File: config.mk
export PLATFORM = sky130hd
export DESIGN_NAME = cpu_core_ws
export DESIGN_NICKNAME = d
export VERILOG_FILES = /design/src/rtl/cpu_core_ws_pkg.sv /design/src/rtl/reg_file_ws.sv /design/src/rtl/cpu_core_ws.sv
export SDC_FILE = /design/constraint.sdc
export NUM_CORES = 1
export LEC_CHECK = 0
export CAP_MARGIN = 5
export CORE_MARGIN = 5
export CORE_UTILIZATION = 40
export CTS_CLUSTER_DIAMETER = 80
export DETAILED_ROUTE_END_ITERATION = 7
export PLACE_DENSITY_LB_ADDON = 0.3
export SKIP_LAST_GASP = 1
export SYNTH_ARGS = -nofsm -noshare
export SYNTH_HDL_FRONTEND = slang
export SYNTH_SLANG_ARGS = --single-unit
File: constraint.sdc
create_clock -name clk -period 4.11 [get_ports clk]
set_clock_uncertainty 0.1 [all_clocks]
set_input_delay 0.6165 -clock clk [delete_from_list [all_inputs] [get_ports clk]]
set_output_delay 0.6165 -clock clk [all_outputs]
set_load 0.005 [all_outputs]
File: src/rtl/cpu_core_ws_pkg.sv
// Opcode values, FSM state codes and decode helpers shared by the cpu_core_ws core.
package cpu_core_ws_pkg;

  localparam logic [3:0] OP_ADD    = 4'h0;
  localparam logic [3:0] OP_SUB    = 4'h1;
  localparam logic [3:0] OP_AND    = 4'h2;
  localparam logic [3:0] OP_OR     = 4'h3;
  localparam logic [3:0] OP_XOR    = 4'h4;
  localparam logic [3:0] OP_LOADLO = 4'h6;
  localparam logic [3:0] OP_LOADHI = 4'h7;
  localparam logic [3:0] OP_LOAD   = 4'h8;
  localparam logic [3:0] OP_STORE  = 4'h9;
  localparam logic [3:0] OP_IN     = 4'hA;
  localparam logic [3:0] OP_OUT    = 4'hB;
  localparam logic [3:0] OP_JMP    = 4'hC;
  localparam logic [3:0] OP_BR     = 4'hD;

  localparam logic [3:0] ST_IDLE      = 4'd0;
  localparam logic [3:0] ST_FETCH     = 4'd1;
  localparam logic [3:0] ST_DECODE    = 4'd2;
  localparam logic [3:0] ST_EXEC      = 4'd3;
  localparam logic [3:0] ST_MEMWAIT   = 4'd4;
  localparam logic [3:0] ST_WRITEBACK = 4'd5;
  localparam logic [3:0] ST_NEXT      = 4'd6;

  typedef struct packed {
    logic [3:0] op;
    logic [3:0] reg1;
    logic [3:0] reg2;
    logic [3:0] reg3;
  } instr_t;

  function automatic logic is_alu_op(input logic [3:0] op);
    return op <= OP_XOR;
  endfunction

  function automatic logic is_mem_op(input logic [3:0] op);
    return (op == OP_LOAD) || (op == OP_STORE) || (op == OP_IN) || (op == OP_OUT);
  endfunction

  function automatic logic writes_reg(input logic [3:0] op);
    return is_alu_op(op) || (op == OP_LOADLO) || (op == OP_LOADHI) ||
           (op == OP_LOAD) || (op == OP_IN);
  endfunction

endpackage

File: src/rtl/reg_file_ws.sv
// NUM_REGS x WORD_SIZE register file: two async read ports, one sync write port, sync clear.
module reg_file_ws #(
  parameter int WORD_SIZE = 16,
  parameter int NUM_REGS  = 16
) (
  input  logic                 clk,
  input  logic                 reset,
  input  logic                 we,
  input  logic [3:0]           waddr,
  input  logic [WORD_SIZE-1:0] wdata,
  input  logic [3:0]           raddr_a,
  input  logic [3:0]           raddr_b,
  output logic [WORD_SIZE-1:0] rdata_a,
  output logic [WORD_SIZE-1:0] rdata_b
);
  localparam int AW = (NUM_REGS > 1) ? $clog2(NUM_REGS) : 1;

  logic [WORD_SIZE-1:0] regs [NUM_REGS];

  // Indices at or above NUM_REGS are unimplemented: they read 0 and swallow writes.
  always_ff @(posedge clk) begin
    if (reset) begin
      for (int i = 0; i < NUM_REGS; i++) regs[i] <= '0;
    end else if (we && (32'(waddr) < NUM_REGS)) begin
      regs[waddr[AW-1:0]] <= wdata;
    end
  end

  assign rdata_a = (32'(raddr_a) < NUM_REGS) ? regs[raddr_a[AW-1:0]] : '0;
  assign rdata_b = (32'(raddr_b) < NUM_REGS) ? regs[raddr_b[AW-1:0]] : '0;

endmodule

File: src/rtl/cpu_core_ws.sv
// Multi-cycle 16-bit-ISA core; every instruction, data and port access waits on a ready handshake.
//  state     | meaning
//  IDLE      | parked, waiting for run
//  FETCH     | ins_read_enable high until ins_ready, latch instruction
//  DECODE    | latch register operands
//  EXEC      | compute ALU/LOADLO/LOADHI result, set up memory/port address and data
//  MEMWAIT   | one request high until its ready
//  WRITEBACK | write R[reg1] when the opcode produces a result
//  NEXT      | advance or branch IP, then FETCH or IDLE depending on run
module cpu_core_ws
  import cpu_core_ws_pkg::*;
#(
  parameter int WORD_SIZE     = 16,
  parameter int NUM_REGS      = 16,
  parameter int INS_ADDR_SIZE = 8
) (
  input  logic                     clk,
  input  logic                     reset,
  input  logic                     run,
  output logic [INS_ADDR_SIZE-1:0] ins_pointer,
  output logic                     ins_read_enable,
  input  logic                     ins_ready,
  input  logic [15:0]              ins_mem,
  output logic [WORD_SIZE-1:0]     mem_addr,
  output logic [WORD_SIZE-1:0]     mem_wdata,
  output logic                     mem_get,
  output logic                     mem_set,
  input  logic                     mem_ready,
  input  logic [WORD_SIZE-1:0]     mem_rdata,
  output logic [WORD_SIZE-1:0]     port_addr,
  output logic [WORD_SIZE-1:0]     port_write_data,
  output logic                     port_read,
  output logic                     port_write,
  input  logic                     port_ready,
  input  logic [WORD_SIZE-1:0]     port_read_data,
  output logic [3:0]               state,
  output logic [3:0]               opcode
);
  instr_t                   instr;
  logic [3:0]               fsm_state;
  logic [INS_ADDR_SIZE-1:0] ip;
  logic [WORD_SIZE-1:0]     opa, opb, result, exec_result, rdata_a, rdata_b;
  logic [7:0]               bigval;
  logic [3:0]               rd_b_sel;
  logic                     branch_taken, access_ready, is_data_bus;

  assign bigval       = {instr.reg2, instr.reg3};
  // Second read port serves R[reg3] for ALU ops and R[reg1] for store/out data, BR and LOADLO/HI.
  assign rd_b_sel     = is_alu_op(instr.op) ? instr.reg3 : instr.reg1;
  assign branch_taken = (instr.op == OP_JMP) || ((instr.op == OP_BR) && (opb != '0));
  assign is_data_bus  = (instr.op == OP_LOAD) || (instr.op == OP_STORE);
  assign access_ready = is_data_bus ? mem_ready : port_ready;

  reg_file_ws #(
    .WORD_SIZE (WORD_SIZE),
    .NUM_REGS  (NUM_REGS)
  ) u_reg_file (
    .clk     (clk),
    .reset   (reset),
    .we      ((fsm_state == ST_WRITEBACK) && writes_reg(instr.op)),
    .waddr   (instr.reg1),
    .wdata   (result),
    .raddr_a (instr.reg2),
    .raddr_b (rd_b_sel),
    .rdata_a (rdata_a),
    .rdata_b (rdata_b)
  );

  always_comb begin
    exec_result = opb;
    case (instr.op)
      OP_ADD:    exec_result = opa + opb;
      OP_SUB:    exec_result = opa - opb;
      OP_AND:    exec_result = opa & opb;
      OP_OR:     exec_result = opa | opb;
      OP_XOR:    exec_result = opa ^ opb;
      OP_LOADLO: exec_result[7:0] = bigval;
      OP_LOADHI: exec_result[15:8] = bigval;
      default:   ;
    endcase
  end

  always_ff @(posedge clk) begin
    if (reset) begin
      fsm_state       <= ST_IDLE;
      ip              <= '0;
      instr           <= '0;
      opa             <= '0;
      opb             <= '0;
      result          <= '0;
      mem_addr        <= '0;
      mem_wdata       <= '0;
      port_addr       <= '0;
      port_write_data <= '0;
    end else begin
      case (fsm_state)
        ST_IDLE: if (run) fsm_state <= ST_FETCH;
        ST_FETCH: begin
          if (ins_ready) begin
            instr     <= ins_mem;
            fsm_state <= ST_DECODE;
          end
        end
        ST_DECODE: begin
          opa       <= rdata_a;
          opb       <= rdata_b;
          fsm_state <= ST_EXEC;
        end
        ST_EXEC: begin
          result <= exec_result;
          if (is_data_bus) begin
            mem_addr  <= opa + WORD_SIZE'(instr.reg3);
            mem_wdata <= opb;
          end else if (is_mem_op(instr.op)) begin
            port_addr       <= opa + WORD_SIZE'(instr.reg3);
            port_write_data <= opb;
          end
          fsm_state <= is_mem_op(instr.op) ? ST_MEMWAIT : ST_WRITEBACK;
        end
        ST_MEMWAIT: begin
          if (access_ready) begin
            if (instr.op == OP_LOAD)    result <= mem_rdata;
            else if (instr.op == OP_IN) result <= port_read_data;
            fsm_state <= ST_WRITEBACK;
          end
        end
        ST_WRITEBACK: fsm_state <= ST_NEXT;
        ST_NEXT: begin
          ip        <= branch_taken ? ip + INS_ADDR_SIZE'($signed(bigval))
                                    : ip + INS_ADDR_SIZE'(1);
          fsm_state <= run ? ST_FETCH : ST_IDLE;
        end
        default: fsm_state <= ST_IDLE;
      endcase
    end
  end

  assign ins_pointer     = ip;
  assign ins_read_enable = (fsm_state == ST_FETCH);
  assign mem_get         = (fsm_state == ST_MEMWAIT) && (instr.op == OP_LOAD);
  assign mem_set         = (fsm_state == ST_MEMWAIT) && (instr.op == OP_STORE);
  assign port_read       = (fsm_state == ST_MEMWAIT) && (instr.op == OP_IN);
  assign port_write      = (fsm_state == ST_MEMWAIT) && (instr.op == OP_OUT);
  assign state           = fsm_state;
  assign opcode          = instr.op;

endmodule

==> run_1/final_clocks.png <==
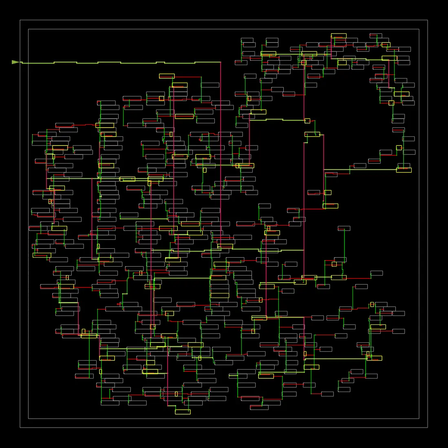
total clock sinks: 395
Flop Count: 395
clock group power: 4.24 mW

==> run_1/drive_strength.png <==
Bar = 50 µm.
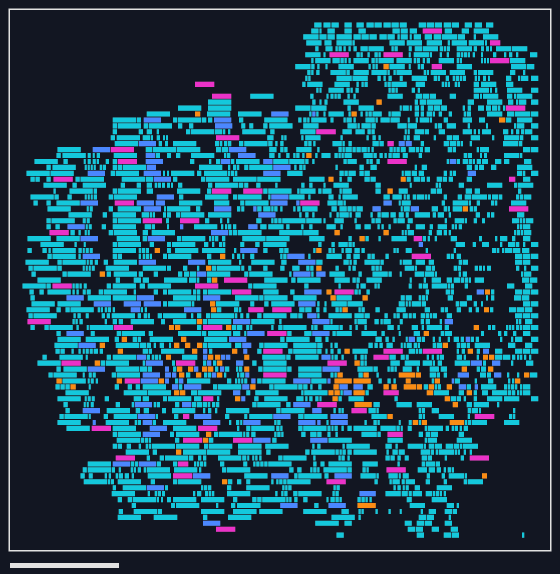
Orange shows drive 3 to 4, cells 109, most used buf_4. Cyan shows drive 1 or less, cells 2,145, most used nand2_1. Magenta shows drive 6 and up, cells 65, most used clkbuf_16. Blue shows drive 2, cells 148, most used mux4_2.
Signal buffers: 237
P&R area growth vs syn: 17.92%

==> results.json, run 1 <==
{
  "floorplan.core_util_pct": 40.21,
  "rows": 87,
  "hold_path_end": "mem_addr[2]$_SDFFE_PP0P_",
  "seq_share_pct": 39.33,
  "post-route-util_pct": 47.41,
  "placed_area_um2": 25090,
  "status": "complete, no violations",
  "final_layout_top_logic_cell": "nand2_1",
  "yosys.area.top_type": "edfxtp_1",
  "viasPerCell": 5.978,
  "worstHoldPathCells": 2,
  "critical_path.n_buffers_inverters": 3,
  "startpoint_type": "flip-flop",
  "netlist.area_leader.share_pct": 34.04,
  "largestClassByArea": "multi-input combinational cells",
  "nonClkBufAreaFrac_pct": 8.194,
  "min_from": "mem_addr[2]$_SDFFE_PP0P_",
  "total_power_mw": 9.969,
  "critical_path.startpoint": "opcode[1]$_SDFFE_PP0P_",
  "hp-class": "flip-flop to flip-flop",
  "top_cells_by_area": "edfxtp_1 (34%), dfxtp_1 (12%), mux4_2 (8.0%)",
  "ys.flops": 395,
  "antenna_found_initial": 8,
  "fp.dieW_um": 247.6,
  "nWellTaps": 756,
  "p_leak_nw": 9.445,
  "multi_input_comb_cells": 1693,
  "insertion_delay_ns": 0.60,
  "drtPass1Iterations": 7,
  "setup_viol": 0,
  "period_needed_ns": 3.543,
  "totalWireLength_mm": 86.61,
  "relSlewSlack_pct": 26.20,
  "fin_tns_setup_ns": 0,
  "hold_violations": 0,
  "fin_area_um2": 26630,
  "final_cells": 3225,
  "die_height_um": 247.6,
  "placedCellCount": 3139,
  "edf_count": 256,
  "vdd_drop_max_mv": 0.2792,
  "synth_cell_types": 74,
  "diodes": 2,
  "setup.worst_path.end": "port_write",
  "critPathMaxStageDelay_ns": 0.55,
  "inv_count": 58,
  "n_fill_cell": 5266
}
==> run_1/port_nets.png <==
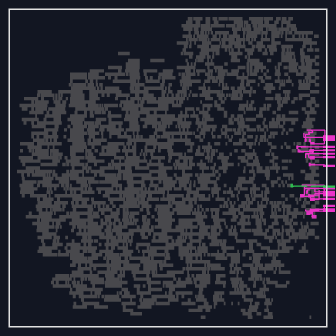
Green shows port_read, bits 1, direction output, edge east, end cells 1, buffers 1, wire 24.9 µm. Magenta shows port_read_data, bits 16, direction input, edge east, end cells 16, buffers 16, wire 368 µm.
num ports: 139
Buffers on Ports: 137

## run 1: report_power, final
group	total (mW)	internal [mW]	switching, mW
clock network	4.24	2.49	1.75
logic	1.23	0.472	0.759
registers	4.50	4.33	0.167
total	9.97	7.29	2.68
## run 1: registers in the layout, summed over array words and instances (netlist names), 16 cells and up
| signal | flops |
|---|---|
| mem_addr | 16 |
| mem_wdata | 16 |
| opa | 16 |
| opb | 16 |
| port_addr | 16 |
| port_write_data | 16 |
| result | 16 |
| u_reg_file.regs | 256 |
## run 1: logic make-up after synthesis
| kind of cell | count (synthesis) | share of synthesized area, % |
|---|---|---|
| adders and majority gates | 65 | 3.734 |
| other | 1 | 0.01660 |
| xor gates and xnor gates | 24 | 0.9307 |
| DFF | 395 | 46.36 |
| and+or+nand+nor | 1036 | 22.85 |
| muxes | 120 | 9.812 |
| buffers and inverters | 231 | 4.266 |
| AOI/OAI and AO/OA | 447 | 12.03 |
## run 1: worst reg2reg max path, stage by stage (launching register included)
cell and delay, ns:
dfxtp_1 0.36, or2_4 0.29, a21oi_4 0.42, mux2_2 0.97
buf_4 0.42, nand2_1 0.09, nand3_1 0.09, a21oi_1 0.10
nor4_2 0.56
## run 1: per-layer routing
metal  track usage, %  vias to the layer above  share of wire [%]
li1                 -                     8482                  -
met1            35.24                     9382                 38
met2            45.10                     1147                 47
met3            5.094                      265                9.9
met4            13.90                        4                5.8
met5                0                        -              0.031
## run 1: cell usage after synthesis (all sizes together), types with 39 or more instances
| master | number |
|---|---|
| nand2 | 411 |
| a211oi | 39 |
| dfxtp | 139 |
| buf | 44 |
| and2 | 284 |
| a21oi | 203 |
| nor3 | 40 |
| inv | 58 |
| nor2 | 104 |
| mux4 | 80 |
| edfxtp | 256 |
| o21ai | 85 |
| clkbuf | 129 |
| nand3 | 115 |
| ha | 61 |
==> run 2: changes to the inputs <==
CORE_MARGIN = not set   (was 5)
==> run_2/metal_stack.png <==
Bar = 50 µm.
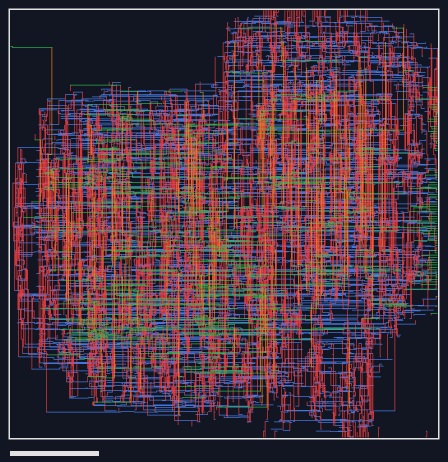
Blue shows met1, wire length 33.0 mm. Red shows met2, wire length 38.7 mm. Green shows met3, wire length 7,470 µm. Orange shows met4, wire length 5,200 µm.

==> results.json, run 2 <==
{
  "port_buffers": 137,
  "clk-power_mw": 4.25,
  "totalWireLength_mm": 84.37,
  "use_met2_pct": 46.79,
  "drtPass1Iterations": 5,
  "simple_gate_area_share_pct": 22.85,
  "floorplan.core_util_pct": 40.75,
  "yosys-top-cells-count": "nand2_1 (411), and2_1 (284), edfxtp_1 (256), a21oi_1 (202), dfxtp_1 (139)",
  "edf_count": 256,
  "hold_violations": 0,
  "synth_cell_types": 74,
  "diodes": 0,
  "setup_viol": 0,
  "switching_share_pct": 26.65,
  "p_leak_nw": 9.410,
  "hp-class": "flip-flop to flip-flop",
  "regMostFlops": "u_reg_file.regs",
  "combPwrFrac_pct": 12.3,
  "status": "complete, no violations",
  "period_needed_ns": 3.600,
  "synthAoiAreaFrac_pct": 12.03,
  "cts.sinks": 395,
  "viasPerCell": 5.947,
  "vdd_drop_max_mv": 0.3042,
  "relSlewSlack_pct": 13.89,
  "post-route-util_pct": 47.91,
  "met1_length_mm": 33.00,
  "insertion_delay_ns": 0.60,
  "top_usage_layer": "met2",
  "critical_path.startpoint": "opcode[1]$_SDFFE_PP0P_",
  "setup.worst_path.end": "port_write",
  "route.met3.wl_mm": 7.470,
  "synthMuxAreaShare_pct": 9.812,
  "synthXorXnorAreaFrac_pct": 0.9307,
  "startpoint_type": "flip-flop",
  "top_cells_by_area": "edfxtp_1 (34%), dfxtp_1 (12%), mux4_2 (8.0%)",
  "power_frac_seq_pct": 45.1,
  "internal_power_mw": 7.316,
  "yosysMostFrequentCell": "nand2_1",
  "die_height_um": 239.6
}
run 2: per-stage QoR:
| stage | instance area, µm² | instances |
|---|---|---|
| after detailed placement | 25000 | 3124 |
| after CTS | 26550 | 3209 |
| after global placement | 25000 | 3124 |
| after floorplan | 22580 | 2319 |
| after global routing | 26550 | 3209 |
| final | 26550 | 3209 |
run 2: how the worst min path moves through the flow:
stage                                                start                               end  slack (ns)  depth (start not counted)
after global routing             port_addr[0]$_SDFFE_PP0P_         port_addr[0]$_SDFFE_PP0P_        0.37                          2
after global placement            mem_addr[4]$_SDFFE_PP0P_          mem_addr[4]$_SDFFE_PP0P_        0.35                          2
after CTS                  port_write_data[6]$_SDFFE_PP0P_   port_write_data[6]$_SDFFE_PP0P_        0.36                          2
after detailed placement   port_write_data[6]$_SDFFE_PP0P_   port_write_data[6]$_SDFFE_PP0P_        0.35                          2
final                     port_write_data[10]$_SDFFE_PP0P_  port_write_data[10]$_SDFFE_PP0P_        0.36                          2
after floorplan                   mem_addr[0]$_SDFFE_PP0P_          mem_addr[0]$_SDFFE_PP0P_        0.35                          2
run 2: critical path: stages, from the launching register on:
cell and delay [ns]:
dfxtp_1 0.42, buf_4 0.36, nor2b_1 0.41, nand2_1 0.31, nor3_1 0.25, clkdlybuf4s50_1 0.55
run 2: final cells by class:
type	instances	area [µm²]
multi-input cells	1693	11230
inverters	58	217.7
fillers	5140	28870
well taps	748	935.9
flip-flops and latches	395	10480
repair buffers	230	2142
clock inverters	16	217.7
clock buffers	69	1331
run 2: logic make-up after synthesis:
logic type	count (synthesis)
other	1
AOI/OAI and AO/OA	447
buffers and inverters	231
and+or+nand+nor	1036
adders and majority gates	65
DFF	395
xor gates and xnor gates	24
muxes	120
==> run 3: changes to the inputs <==
clock period = 3.06 ns   (was 4.11 ns; I/O delays follow)
==> run_3/drive_strength.png <==
Bar = 50 µm.
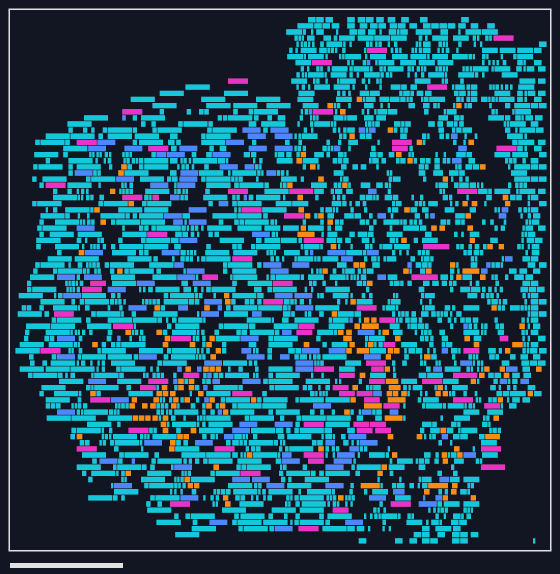
Blue shows drive 2, cells 154, most used mux4_2. Magenta shows drive 6 and up, cells 77, most used clkbuf_16. Orange shows drive 3 to 4, cells 190, most used buf_4. Cyan shows drive 1 or less, cells 2,139, most used nand2_1.

==> results.json, run 3 <==
{
  "antenna_found_initial": 1,
  "largest_reg_flops": 256,
  "power_frac_seq_pct": 45.8,
  "clk-power_mw": 5.25,
  "critical_path.n_buffers_inverters": 1,
  "edf_count": 256,
  "met1_length_mm": 33.08,
  "highest_layer": "met5",
  "cts.sinks": 395,
  "syn2layout_area_growth_pct": 22.06,
  "p_leak_nw": 10.02,
  "combPwrFrac_pct": 14.1,
  "placedCellCount": 3226,
  "hold_violations": 0,
  "crit_chain": "or4_4 > nor3_4 > a31oi_4 > nand2_1 > inv_1 > ha_1 > a21o_1 > a211oi_2 > o21ai_1 > a22o_1 > nand3b_1 > xor2_1 > nor2_1",
  "total_power_mw": 13.09,
  "p_sw_mw": 3.544,
  "pg_comb_mw": 1.85,
  "critPathMaxStageDelay_ns": 0.54,
  "setup_viol": 0,
  "vdd_drop_max_mv": 0.3714,
  "final_layout_top_logic_cell": "nand2_1",
  "synth_cell_types": 74,
  "die_height_um": 239.6,
  "placed_area_um2": 25970,
  "post-route-util_pct": 49.74,
  "setup.worst_path.end": "ins_pointer[7]$_SDFFE_PP0N_",
  "wl_met2_mm": 38.15,
  "final_cells": 3308,
  "status": "complete, no violations"
}
## run 3: netlist changes by cell type in the layout (fill, tap and decap cells not counted), moves of 3 or more
cell / previous run / this run
buf_4: 88 / 172
buf_12: 6 / 22
clkbuf_1: 17 / 10
clkinv_2: 2 / 8
clkinv_1: 3 / 8
clkbuf_16: 49 / 45
dfxtp_1: 137 / 133
dfxtp_2: 1 / 5
clkbuf_8: 3 / 0
ha_1: 61 / 58
o21ai_0: 72 / 69
## run 3: how the worst min path moves through the flow
stage | endpoint | slack [ns] | cells past startpoint
final | bigval[3]$_SDFFE_PP0P_ | 0.32 | 3
after global routing | bigval[4]$_SDFFE_PP0P_ | 0.34 | 3
after CTS | bigval[3]$_SDFFE_PP0P_ | 0.29 | 3
after detailed placement | mem_wdata[11]$_SDFFE_PP0P_ | 0.35 | 2
after global placement | mem_wdata[11]$_SDFFE_PP0P_ | 0.35 | 2
after floorplan | mem_addr[0]$_SDFFE_PP0P_ | 0.35 | 2
## run 3: area by class of cell
type	count	area (µm²)
clock inverters	25	229.0
inverters	58	217.7
fillers	5113	27850
well taps	748	935.9
flip-flops and latches	395	10480
repair buffers	334	3189
multi-input cells	1693	11350
clock buffers	55	1164
## run 3: cell families (layout without fill, tap and decap cells)
group,count (synthesis),in the layout,synth area share (%)
simple gates,1036,1036,22.85
xor+xnor,24,24,0.9307
compound gates,447,447,12.03
fa+ha+maj,65,65,3.734
other cells,1,1,0.01660
mux,120,120,9.812
buf+inv,231,472,4.266
flops,395,395,46.36
## run 3: what timing repair did
action / 4_1_cts / 5_1_grt
pin swaps: 0 / 10
gates resized: 12 / 26
setup buffers: 0 / 1
gates cloned: 2 / 0
endpoints found under the setup margin: 7 / 10
Power and IR drop assume default switching activity.
